==> images/wires.png <==
Drawn at 6 px/um. Only two layers are drawn.
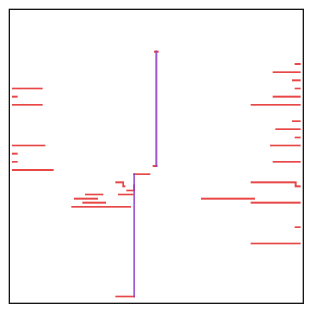
==> images/io_placement.png <==
Drawn at 8 px/um. Pins as bars across the die edge, other pins in grey.
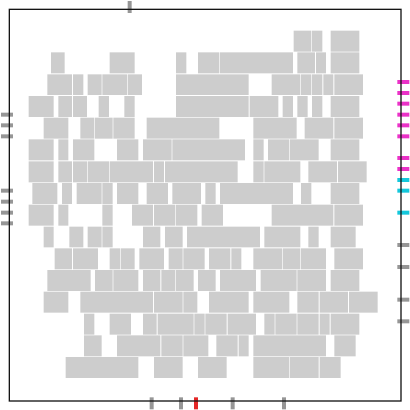
### src/rtl/tpu_ctrl_pkg.sv
// Shared control definitions for the systolic-array FIFO load/drain scheduler.
// Holds the controller state encoding, default geometry and counter-width helpers.
package tpu_ctrl_pkg;

  localparam int DIM_DEF   = 8;
  localparam int DEPTH_DEF = 8;
  localparam int BITS_DEF  = 8;

  typedef enum logic [1:0] {
    ST_IDLE  = 2'd0,
    ST_LOAD  = 2'd1,
    ST_DRAIN = 2'd2,
    ST_DONE  = 2'd3
  } state_e;

  // Width of a counter that must hold values 0..n-1 (at least one bit).
  function automatic int cnt_w(input int n);
    return (n > 1) ? $clog2(n) : 1;
  endfunction

  localparam int ROW_W_DEF = cnt_w(DIM_DEF);
  localparam int T_W_DEF   = cnt_w(DEPTH_DEF + DIM_DEF - 1);

endpackage

### src/rtl/skew_window.sv
// Decodes the drain counter into the skewed pop window: FIFO i pops while
// i <= t <= i+DEPTH-1, giving the diagonal wavefront the systolic array expects.
module skew_window #(
  parameter int DIM   = 8,
  parameter int DEPTH = 8,
  parameter int T_W   = 4
) (
  input  logic [T_W-1:0] t,
  input  logic           en,
  output logic [DIM-1:0] win
);

  for (genvar i = 0; i < DIM; i++) begin : g_lane
    localparam logic [T_W:0] HI = (T_W+1)'(i + DEPTH - 1);
    logic lo_ok;
    logic hi_ok;

    // Lane 0 has no lower bound; skipping the compare avoids a constant-true test.
    if (i == 0) begin : g_first
      assign lo_ok = 1'b1;
    end else begin : g_rest
      localparam logic [T_W:0] LO = (T_W+1)'(i);
      assign lo_ok = ({1'b0, t} >= LO);
    end

    assign hi_ok  = ({1'b0, t} <= HI);
    assign win[i] = en && lo_ok && hi_ok;
  end

endmodule

### src/rtl/fifo_load_sched.sv
// Load/drain controller for the transpose FIFOs: writes one row per FIFO during
// LOAD, then pops all FIFOs along a skewed window during DRAIN.
module fifo_load_sched
  import tpu_ctrl_pkg::*;
#(
  parameter int DIM   = DIM_DEF,
  parameter int DEPTH = DEPTH_DEF,
  parameter int BITS  = BITS_DEF
) (
  input  logic                   clk,
  input  logic                   rst_n,
  input  logic                   start,
  input  logic                   clear,
  input  logic                   row_valid,
  output logic                   row_ready,
  output logic [$clog2(DIM)-1:0] row_idx,
  output logic [DIM-1:0]         wr_en,
  input  logic                   stall,
  output logic [DIM-1:0]         shift_en,
  output logic                   busy,
  output logic                   done
);

  localparam int ROW_W  = cnt_w(DIM);
  localparam int T_W    = cnt_w(DEPTH + DIM - 1);
  localparam int T_LAST = DEPTH + DIM - 2;

  if (DEPTH != DIM) begin : g_bad_depth
    $error("fifo_load_sched: DEPTH must equal DIM");
  end
  if (BITS < 1) begin : g_bad_bits
    $error("fifo_load_sched: BITS must be positive");
  end

  state_e           state_q, state_d;
  logic [ROW_W-1:0] row_cnt_q, row_cnt_d;
  logic [T_W-1:0]   t_q, t_d;
  logic             accept;
  logic             drain_go;

  always_ff @(posedge clk or negedge rst_n) begin
    if (!rst_n) begin
      state_q   <= ST_IDLE;
      row_cnt_q <= '0;
      t_q       <= '0;
    end else begin
      state_q   <= state_d;
      row_cnt_q <= row_cnt_d;
      t_q       <= t_d;
    end
  end

  assign row_ready = (state_q == ST_LOAD);
  assign accept    = row_ready && row_valid;
  assign drain_go  = (state_q == ST_DRAIN) && !stall;

  always_comb begin
    state_d   = state_q;
    row_cnt_d = row_cnt_q;
    t_d       = t_q;
    // clear outranks every transition, including a same-cycle start.
    if (clear) begin
      state_d   = ST_IDLE;
      row_cnt_d = '0;
      t_d       = '0;
    end else begin
      unique case (state_q)
        ST_IDLE: begin
          if (start) begin
            state_d   = ST_LOAD;
            row_cnt_d = '0;
            t_d       = '0;
          end
        end
        ST_LOAD: begin
          if (accept) begin
            if (row_cnt_q == ROW_W'(DIM - 1)) begin
              state_d   = ST_DRAIN;
              row_cnt_d = '0;
              t_d       = '0;
            end else begin
              row_cnt_d = row_cnt_q + 1'b1;
            end
          end
        end
        ST_DRAIN: begin
          if (drain_go) begin
            if (t_q == T_W'(T_LAST)) begin
              state_d = ST_DONE;
              t_d     = '0;
            end else begin
              t_d = t_q + 1'b1;
            end
          end
        end
        ST_DONE: state_d = ST_IDLE;
        default: state_d = ST_IDLE;
      endcase
    end
  end

  always_comb begin
    wr_en = '0;
    if (accept) wr_en[row_cnt_q] = 1'b1;
  end

  assign row_idx = row_cnt_q;
  assign busy    = (state_q == ST_LOAD) || (state_q == ST_DRAIN);
  assign done    = (state_q == ST_DONE);

  skew_window #(
    .DIM   (DIM),
    .DEPTH (DEPTH),
    .T_W   (T_W)
  ) u_skew_window (
    .t   (t_q),
    .en  (drain_go),
    .win (shift_en)
  );

endmodule

### config.mk
export PLATFORM = sky130hd
export DESIGN_NAME = fifo_load_sched
export DESIGN_NICKNAME = d
export VERILOG_FILES = /design/src/rtl/tpu_ctrl_pkg.sv /design/src/rtl/skew_window.sv /design/src/rtl/fifo_load_sched.sv
export SDC_FILE = /design/constraint.sdc
export NUM_CORES = 1
export LEC_CHECK = 0
export CAP_MARGIN = 25
export CORE_MARGIN = 2
export CORE_UTILIZATION = 45
export DETAILED_ROUTE_END_ITERATION = 8
export GPL_ROUTABILITY_DRIVEN = 0
export PLACE_DENSITY = 0.78
export SETUP_SLACK_MARGIN = 0.05
export SLEW_MARGIN = 20
export SYNTH_ARGS = -nofsm -noshare
export SYNTH_HDL_FRONTEND = slang
export SYNTH_SLANG_ARGS = --single-unit
### constraint.sdc
create_clock -name clk -period 2.25 [get_ports clk]
set_input_delay 0.45 -clock clk [delete_from_list [all_inputs] [get_ports clk]]
set_output_delay 0.45 -clock clk [all_outputs]
set_load 0.005 [all_outputs]
==> qor.txt <==
Comb area leader: simple AND/OR/NAND/NOR gates
Critical path origin: state_q[0]
Cell Pwr Density: 670 nW/um2
Pre-CTS setup slack: -131 ps
Vias in the first global route: 916
Largest net degree at the start of global routing: 11
Status: finished clean
WL met3: 124 um
CP top delay family: buffers and inverters
Clock Path Buffers: 2
Post-synth EDFFs: 0
Hold Buf Count CTS: 0
Clock sinks: 9
Final Instance Area: 1360 um2
Die area: 2380 um2
Final Hold Viols: 0
CP Capture Type: output port
Nets@finish: 169
CTS clk-pin slew, worst paths: 60 ps
Most used flip-flop cell: dfrtp_1
Final core utilization: 71.0%
GRT busiest layer: met2
Tool warning count: 34
Yosys Chip Area: 902 um2
Min Tclk post-route: 2140 ps
Count leader, synth: nor2_1
Slew Viols, Final: 0
CTS HTree Levels: 1
Setup violations, final: 0
Post-Place Cells: 171
Vias: 950
Crit path required time: 1800 ps
Reg-to-reg startpoint: state_q[0]
Initial Utilization: 46.9%
Post-synth top cells: 16 x nor2_1, 11 x ha_1, 9 x dfrtp_1, 9 x inv_1
WHS: 480 ps
Post-layout period usage: 95.0%
Crit path DAT: 1690 ps
Uppermost layer routed: met4
DR DRC count: 0
Top cells, area: dfrtp_1 25%, ha_1 15%, nor2_1 6.7%
Max Fclk: 468 MHz
About wires.png:
legend:
  metal 3:
    colour: red
    wire_length: 124 um
  metal 4:
    colour: purple
    wire_length: 39.4 um

About io_placement.png:
legend:
  rst_n:
    colour: red
    pins: 1
    direction: input
    edge: bottom
  wr_en:
    colour: magenta
    pins: 8
    direction: output
    edge: right
  row_idx:
    colour: cyan
    pins: 3
    direction: output
    edge: right
chip width: 48.8 um
Port Buffers: 27
Die H: 48.8 um

[where the power goes]
group          total (mW)  leakage (nW)  switching (mW)  internal [mW]
clock network       0.124        0.0150          0.0553         0.0683
registers           0.221         0.123          0.0333          0.188
logic               0.569         0.478           0.274          0.295
total               0.914         0.617           0.363          0.551
[final cells by class]
class / count / area [um2]
Multi-Input combinational cell: 88 / 681
Fill cell: 174 / 558
Timing Repair Buffer: 41 / 364
Sequential cell: 9 / 225
Inverter: 9 / 33.8
Tap cell: 27 / 33.8
Clock buffer: 4 / 26.3
[timing repair]
item                       in CTS  in global routing
gates resized                  19                  5
hold endpoints to repair        0                  0
pin swaps                       1                  0
setup endpoints to repair      14                  8
setup buffers                   3                  0
[registers in the layout, summed over array words and instances, names as in the netlist]
register,count
t_q,4
state_q,2
row_idx,3
No activity file was given, so power comes from the tool's default toggle rates.
